===== src/rtl/led_pkg.sv =====
// -----------------------------------------------------------------------------
// led_pkg
// Shared definitions for the multi-channel LED PWM dimmer (led_pwm_array).
//   - MODE_AUTO / MODE_MANUAL : mode input encodings (anything else is off)
//   - ch_state_e              : per-channel ramp state
//   - level_to_duty           : manual level (0..9) to duty, level*period/9
//   - sat_add / sat_sub       : ramp arithmetic clamped to a ceiling/floor
// Targets and ramp sums use TGT_W (17) bits so intermediate values never wrap.
// -----------------------------------------------------------------------------
package led_pkg;

   localparam logic [3:0]  MODE_AUTO   = 4'b0001;
   localparam logic [3:0]  MODE_MANUAL = 4'b0010;
   localparam int unsigned TGT_W       = 17;

   typedef enum logic [1:0] {
      CH_IDLE = 2'd0,
      CH_UP   = 2'd1,
      CH_DOWN = 2'd2,
      CH_HOLD = 2'd3
   } ch_state_e;

   // Manual brightness table entry; evaluated on constants only.
   function automatic logic [TGT_W-1:0] level_to_duty(input int unsigned level,
                                                      input int unsigned period);
      int unsigned prod;
      prod = (level * period) / 32'd9;
      return TGT_W'(prod);
   endfunction

   // a + b, never above ceil.
   function automatic logic [TGT_W-1:0] sat_add(input logic [TGT_W-1:0] a,
                                                input logic [TGT_W-1:0] b,
                                                input logic [TGT_W-1:0] ceil);
      logic [TGT_W-1:0] sum;
      sum = a + b;
      return (sum > ceil) ? ceil : sum;
   endfunction

   // a - b, never below flr. Caller guarantees a >= flr, so a - flr cannot wrap.
   function automatic logic [TGT_W-1:0] sat_sub(input logic [TGT_W-1:0] a,
                                                input logic [TGT_W-1:0] b,
                                                input logic [TGT_W-1:0] flr);
      return ((a - flr) <= b) ? flr : (a - b);
   endfunction

endpackage


===== src/rtl/led_pwm_array_channel.sv =====
// -----------------------------------------------------------------------------
// led_pwm_channel
// One LED channel: duty register, ramp FSM, phase offset and output compare.
//   clk_i, rst_i   : clock, synchronous active-high reset
//   cnt_i          : shared period counter (0..PERIOD-1)
//   step_i         : ramp step strobe, high in the last cycle of a period
//   target_i       : this channel's target duty
//   pwm_o          : registered PWM output, phase < duty
//   ramping_o      : registered, duty differs from target
// PHASE_OFS rotates the phase seen by this channel (0 disables staggering).
// -----------------------------------------------------------------------------
module led_pwm_channel
   import led_pkg::*;
#(
   parameter int unsigned CNT_W     = 10,
   parameter int unsigned PERIOD    = 500,
   parameter int unsigned RAMP_STEP = 5,
   parameter int unsigned PHASE_OFS = 0
) (
   input  logic             clk_i,
   input  logic             rst_i,
   input  logic [CNT_W-1:0] cnt_i,
   input  logic             step_i,
   input  logic [CNT_W-1:0] target_i,
   output logic             pwm_o,
   output logic             ramping_o
);

   localparam logic [CNT_W:0]   PERIOD_W = (CNT_W+1)'(PERIOD);
   localparam logic [CNT_W:0]   OFS_W    = (CNT_W+1)'(PHASE_OFS % PERIOD);
   localparam logic [TGT_W-1:0] STEP_W   = TGT_W'(RAMP_STEP);

   ch_state_e        state_q, state_d;
   logic [CNT_W-1:0] duty_q, duty_d;
   logic             pwm_q;
   logic             ramping_q;
   logic [CNT_W:0]   phase_sum_s;
   logic [CNT_W-1:0] phase_s;
   logic [TGT_W-1:0] duty_w_s;
   logic [TGT_W-1:0] tgt_w_s;

   assign duty_w_s = TGT_W'(duty_q);
   assign tgt_w_s  = TGT_W'(target_i);

   // Rotated phase: (counter + offset) mod PERIOD, one subtraction suffices.
   always_comb begin
      phase_sum_s = {1'b0, cnt_i} + OFS_W;
      if (phase_sum_s >= PERIOD_W) begin
         phase_s = CNT_W'(phase_sum_s - PERIOD_W);
      end else begin
         phase_s = phase_sum_s[CNT_W-1:0];
      end
   end

   // Ramp FSM next state: re-derived from (duty, target) at each step strobe.
   always_comb begin
      state_d = state_q;
      duty_d  = duty_q;
      if (step_i) begin
         if (duty_q < target_i) begin
            state_d = CH_UP;
            duty_d  = CNT_W'(sat_add(duty_w_s, STEP_W, tgt_w_s));
         end else if (duty_q > target_i) begin
            state_d = CH_DOWN;
            duty_d  = CNT_W'(sat_sub(duty_w_s, STEP_W, tgt_w_s));
         end else if (duty_q != '0) begin
            state_d = CH_HOLD;
         end else begin
            state_d = CH_IDLE;
         end
      end else begin
         state_d = state_q;
      end
   end

   // Channel registers; the step strobe sits in the last cycle of a period,
   // so a new duty is first compared against phase 0 of the next period.
   always_ff @(posedge clk_i) begin
      if (rst_i) begin
         state_q   <= CH_IDLE;
         duty_q    <= '0;
         pwm_q     <= 1'b0;
         ramping_q <= 1'b0;
      end else begin
         state_q   <= state_d;
         duty_q    <= duty_d;
         pwm_q     <= (phase_s < duty_q);
         ramping_q <= (duty_d != target_i);
      end
   end

   assign pwm_o     = pwm_q;
   assign ramping_o = ramping_q;

endmodule


===== src/rtl/led_pwm_array.sv =====
// -----------------------------------------------------------------------------
// led_pwm_array
// N_CH-channel LED PWM dimmer sharing one period counter.
//   sys_clk, rst   : clock, synchronous active-high reset
//   mode           : 4'b0001 auto, 4'b0010 manual, others off
//   manual_level   : 0..9 (>=10 treated as 9)
//   light_param    : ambient light, used in auto mode
//   distance       : presence sensor, distance < DIST_TH means occupied
//   ch_enable      : per-channel enable
//   pwm            : registered PWM outputs
//   period_start   : registered pulse, aligned with the pwm sample of counter 0
//   ramping        : per-channel duty != target
// Optional macro LED_STAGGER_EN: channel k phase offset k*(PERIOD/N_CH).
// -----------------------------------------------------------------------------
module led_pwm_array
   import led_pkg::*;
#(
   parameter int unsigned N_CH       = 4,
   parameter int unsigned CNT_W      = 10,
   parameter int unsigned PERIOD     = 500,
   parameter int unsigned DIST_TH    = 100,
   parameter int unsigned AUTO_MAX   = 4500,
   parameter int unsigned AUTO_SHIFT = 3,
   parameter int unsigned RAMP_DIV   = 4,
   parameter int unsigned RAMP_STEP  = 5
) (
   input  logic            sys_clk,
   input  logic            rst,
   input  logic [3:0]      mode,
   input  logic [3:0]      manual_level,
   input  logic [15:0]     light_param,
   input  logic [9:0]      distance,
   input  logic [N_CH-1:0] ch_enable,
   output logic [N_CH-1:0] pwm,
   output logic            period_start,
   output logic [N_CH-1:0] ramping
);

   localparam int unsigned      DIV_W     = (RAMP_DIV > 1) ? $clog2(RAMP_DIV) : 1;
   localparam logic [DIV_W-1:0] DIV_LAST  = DIV_W'(RAMP_DIV - 1);
   localparam logic [CNT_W-1:0] CNT_LAST  = CNT_W'(PERIOD - 1);
   localparam logic [CNT_W-1:0] PERIOD_C  = CNT_W'(PERIOD);
   localparam logic [TGT_W-1:0] PERIOD_T  = TGT_W'(PERIOD);
   localparam logic [TGT_W-1:0] AUTO_MAX_T = TGT_W'(AUTO_MAX);
   localparam logic [9:0]       DIST_TH_C = 10'(DIST_TH);

   logic [CNT_W-1:0] cnt_q, cnt_d;
   logic [DIV_W-1:0] div_q, div_d;
   logic             ps_q;
   logic             wrap_s;
   logic             step_s;
   logic [3:0]       lvl_s;
   logic [TGT_W-1:0] light_w_s;
   logic [TGT_W-1:0] tgt_raw_s;
   logic [CNT_W-1:0] glob_tgt_s;
   logic [TGT_W-1:0] man_tab_s [10];
   logic [CNT_W-1:0] ch_tgt_s [N_CH];

   // Manual duty table, constant after elaboration.
   for (genvar i = 0; i < 10; i++) begin : g_man_tab
      assign man_tab_s[i] = level_to_duty(i, PERIOD);
   end

   assign wrap_s = (cnt_q == CNT_LAST);
   // Every RAMP_DIV-th wrap is a step boundary.
   assign step_s = wrap_s && (div_q == DIV_LAST);

   // Counter and divider next state.
   always_comb begin
      if (wrap_s) begin
         cnt_d = '0;
         div_d = (div_q == DIV_LAST) ? '0 : div_q + DIV_W'(1);
      end else begin
         cnt_d = cnt_q + CNT_W'(1);
         div_d = div_q;
      end
   end

   // Counter, divider and period_start registers.
   always_ff @(posedge sys_clk) begin
      if (rst) begin
         cnt_q <= '0;
         div_q <= '0;
         ps_q  <= 1'b0;
      end else begin
         cnt_q <= cnt_d;
         div_q <= div_d;
         ps_q  <= (cnt_q == '0);
      end
   end

   assign period_start = ps_q;

   // Global target from presence, mode, level and ambient light.
   always_comb begin
      lvl_s     = (manual_level > 4'd9) ? 4'd9 : manual_level;
      light_w_s = TGT_W'(light_param);
      tgt_raw_s = '0;
      if (distance >= DIST_TH_C) begin
         tgt_raw_s = '0;
      end else begin
         case (mode)
            MODE_MANUAL: tgt_raw_s = man_tab_s[lvl_s];
            MODE_AUTO: begin
               if (light_w_s >= AUTO_MAX_T) begin
                  tgt_raw_s = '0;
               end else begin
                  tgt_raw_s = (AUTO_MAX_T - light_w_s) >> AUTO_SHIFT;
               end
            end
            default: tgt_raw_s = '0;
         endcase
      end
      glob_tgt_s = (tgt_raw_s > PERIOD_T) ? PERIOD_C : CNT_W'(tgt_raw_s);
   end

   for (genvar k = 0; k < N_CH; k++) begin : g_ch
`ifdef LED_STAGGER_EN
      localparam int unsigned PH_OFS = k * (PERIOD / N_CH);
`else
      localparam int unsigned PH_OFS = 0;
`endif
      assign ch_tgt_s[k] = ch_enable[k] ? glob_tgt_s : '0;

      led_pwm_channel #(
         .CNT_W     (CNT_W),
         .PERIOD    (PERIOD),
         .RAMP_STEP (RAMP_STEP),
         .PHASE_OFS (PH_OFS)
      ) u_ch (
         .clk_i     (sys_clk),
         .rst_i     (rst),
         .cnt_i     (cnt_q),
         .step_i    (step_s),
         .target_i  (ch_tgt_s[k]),
         .pwm_o     (pwm[k]),
         .ramping_o (ramping[k])
      );
   end

endmodule


===== config.mk =====
export PLATFORM = sky130hd
export DESIGN_NAME = led_pwm_array
export DESIGN_NICKNAME = d
export VERILOG_FILES = /design/src/rtl/led_pkg.sv /design/src/rtl/led_pwm_array_channel.sv /design/src/rtl/led_pwm_array.sv
export SDC_FILE = /design/constraint.sdc
export NUM_CORES = 1
export LEC_CHECK = 0
export ABC_AREA = 1
export CAP_MARGIN = 0
export CORE_ASPECT_RATIO = 0.6
export CORE_UTILIZATION = 54
export DETAILED_ROUTE_END_ITERATION = 8
export GPL_TIMING_DRIVEN = 0
export PLACE_DENSITY_LB_ADDON = 0.25
export SETUP_SLACK_MARGIN = 0.5
export SKIP_CTS_REPAIR_TIMING = 1
export SYNTH_ARGS = -nofsm -noshare
export SYNTH_HDL_FRONTEND = slang
export SYNTH_SLANG_ARGS = --single-unit

===== constraint.sdc =====
create_clock -name sys_clk -period 7.87 [get_ports sys_clk]
set_input_delay 1.574 -clock sys_clk [delete_from_list [all_inputs] [get_ports sys_clk]]
set_output_delay 1.574 -clock sys_clk [all_outputs]
set_load 0.02 [all_outputs]

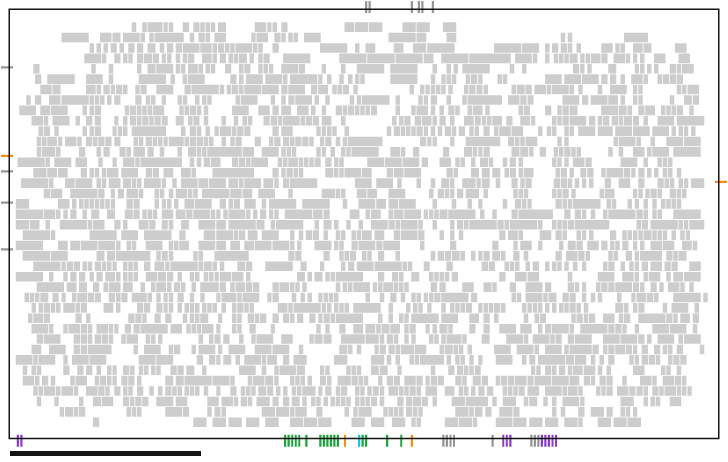
(pin map)
Scale bar: 50 µm. Pins as bars across the die edge, other pins in grey.
legend:
  rst:
    colour: cyan
    pins: 1
    direction: input
    edge: bottom
  light_param:
    colour: green
    pins: 16
    direction: input
    edge: bottom
  ch_enable:
    colour: orange
    pins: 4
    direction: input
    edge: 2 bottom, 1 left, 1 right
  distance:
    colour: purple
    pins: 10
    direction: input
    edge: bottom

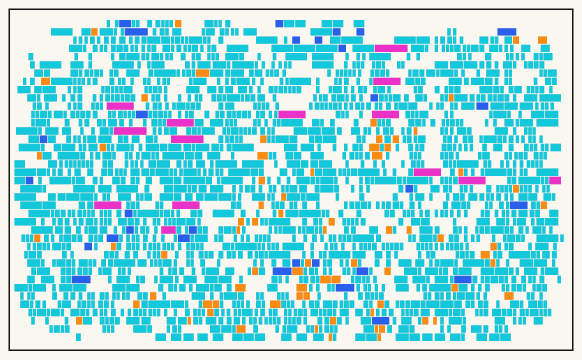
(drive-strength map)
legend:
  _2 cells:
    colour: orange
    cells: 73
    share: 3.7%
  _0 and _1 cells:
    colour: cyan
    cells: 1840
    share: 94%
  _3 and _4 cells:
    colour: blue
    cells: 30
    share: 1.5%
  _6 and larger:
    colour: magenta
    cells: 14
    share: 0.72%

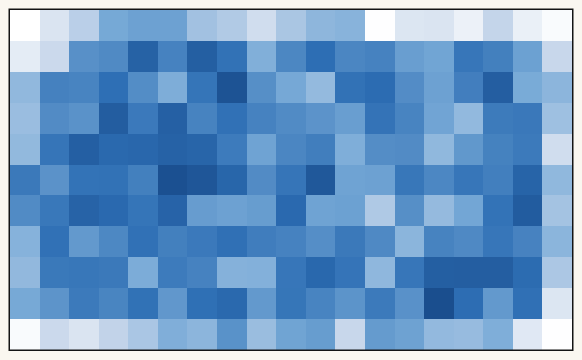
(placement density heat map)
The die is cut into 19 by 11 equal tiles; white is low, dark blue is high, 0 to 100% covered.
nearly empty tiles: 1.4%
densest ninth of the die: middle left
tiles over 75% full: 14%
emptiest ninth of the die: upper right

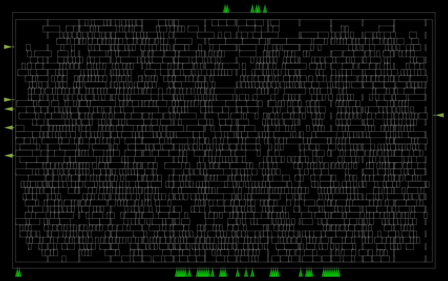
(placement view)
FP Rows: 39
Core Area: 0.01937 mm²
Filler cells: 1914
fraction of area in registers: 9.988%
Non-Filler Instances: 2223

area by class of cell:
type,instances,area [µm²],area share [%]
Clock inverter,6,110.1,0.9005
Multi-Input combinational cell,1510,8587,70.23
Timing Repair Buffer,49,480.5,3.930
Sequential cell,61,1221,9.988
Clock buffer,10,239.0,1.955
Tap cell,266,332.8,2.722
Buffer,43,212.7,1.740
Inverter,278,1044,8.535
worst min-delay path, stage by stage (launching register included):
cell     delay, ns
dfxtp_1       0.32
inv_1         0.05
a21oi_1       0.05
through the flow:
step / cells / cell area, µm²
after global routing: 2223 / 12230
after detailed placement: 2202 / 11670
after global placement: 2202 / 11670
after floorplan: 1892 / 10900
after CTS: 2218 / 12020
final: 2223 / 12230
==> results_dict.tcl <==
# collected from the flow reports
set metrics [dict create \
    rsz0062_at_grt "no" \
    cp-startpoint "manual_level[3]" \
    cp.required_ns 8.08 \
    routed_wl_um 38050 \
    preCtsSetupSlack_ns -0.1270 \
    grt.busiest_layer "met1" \
    routed.top_layer "met4" \
    top_area_cell "nand2_1" \
    hold_start "div_q[1]" \
    hold_path.class "flip-flop to flip-flop" \
    drt.antenna.violating_nets 0 \
    cp_slowest_cell "clkdlybuf4s50_1" \
    worst_clock_skew_ns 0.008594 \
    path_clk_slew_ns 0.06 \
    cp.depth 37 \
    rr_worst_depth 27 \
    ys_cells 1885 \
    worstPathMaxFanout 8 \
    antenna_cells 0 \
    die_h_um 111.9 \
    min_to "div_q[1]" \
    final_max_slew_viol_count 0 \
    fin_setup_tns_ns 0 \
    ys_seq_share_pct 11.23 \
    yosys_register_bits 61 \
    grt_pass1_vias 11220 \
    end_kind "flip-flop" \
    hold-path-cell-count 2 \
    final_hold_viol_count 0 \
    crit_end "g_ch[1].u_ch.ramping_o" \
    pwr-share-comb_pct 19.6 \
    crit_arrival_ns 7.27 \
    ff_type "dfxtp_1" \
    synth_cell_types 51 \
    edf_count 0 \
    drc 0 \
    power.group.top "clock" \
    p_seq_uw 316 \
    syn_inst 1885 \
    async_reset_ff_share_pct 0 \
    synth.top_cell.area_share_pct 18.71 \
    max_stage_delay_ns 0.51 \
    num_io_pins 49 \
    timing.rr.end "g_ch[2].u_ch.ramping_o" \
    pwr-share-seq_pct 31.4 \
    common_cells "nand2_1, inv_1, nor2_1, nand3_1, ha_1" \
    p_per_area_mw_per_mm2 82.16 \
    antenna_found_initial 0 \
    worstMarginPinSlew_ns 1.041 \
    first_pass_iters 6 \
    dp_hpwl_um 29940 \
    syn_area_mm2 0.01088 \
    p_int_uw 706.2 \
    tritoncts "yes" \
    fin_ws_ns 0.8167 \
    ir_drop_mv 0.1158 \
    reg_top3 "g_ch.u_ch.duty_q x40, cnt_q x10" \
    r2r_slack_ns 3.07 \
    drv_cap 0 \
    pwr-share-clk_pct 48.9 \
    wl_met1_um 17920 \
    via_per_inst 5.790 \
    dieArea_mm2 0.02073 \
    drt_iter0_markers 1662 \
    grt_max_degree 12 \
    drive_gt1_share_pct 5.979 \
    area_growth_pct 12.42 \
    grt_pass1_wl_um 59350 \
    grt_util_met3_pct 10.60 \
    worst-setup-path-type "input port to flip-flop" \
    overflow 0 \
    crit_family "simple AND/OR/NAND/NOR gates" \
    period_used_pct 89.62 \
    yosys_warnings 0 \
    simple_gate_share_pct 38.51 \
    synth_top_cell_by_count "nand2_1" \
    cts-htree-levels 3 \
    outcome "finished, final reports clean" \
    met1_usage_pct 55.43 \
    clock.latency.late_pin_ns 0.35 \
    wl_met2_um 14440 \
]
Power figures rest on the tool's default switching activity, not on a simulated workload.
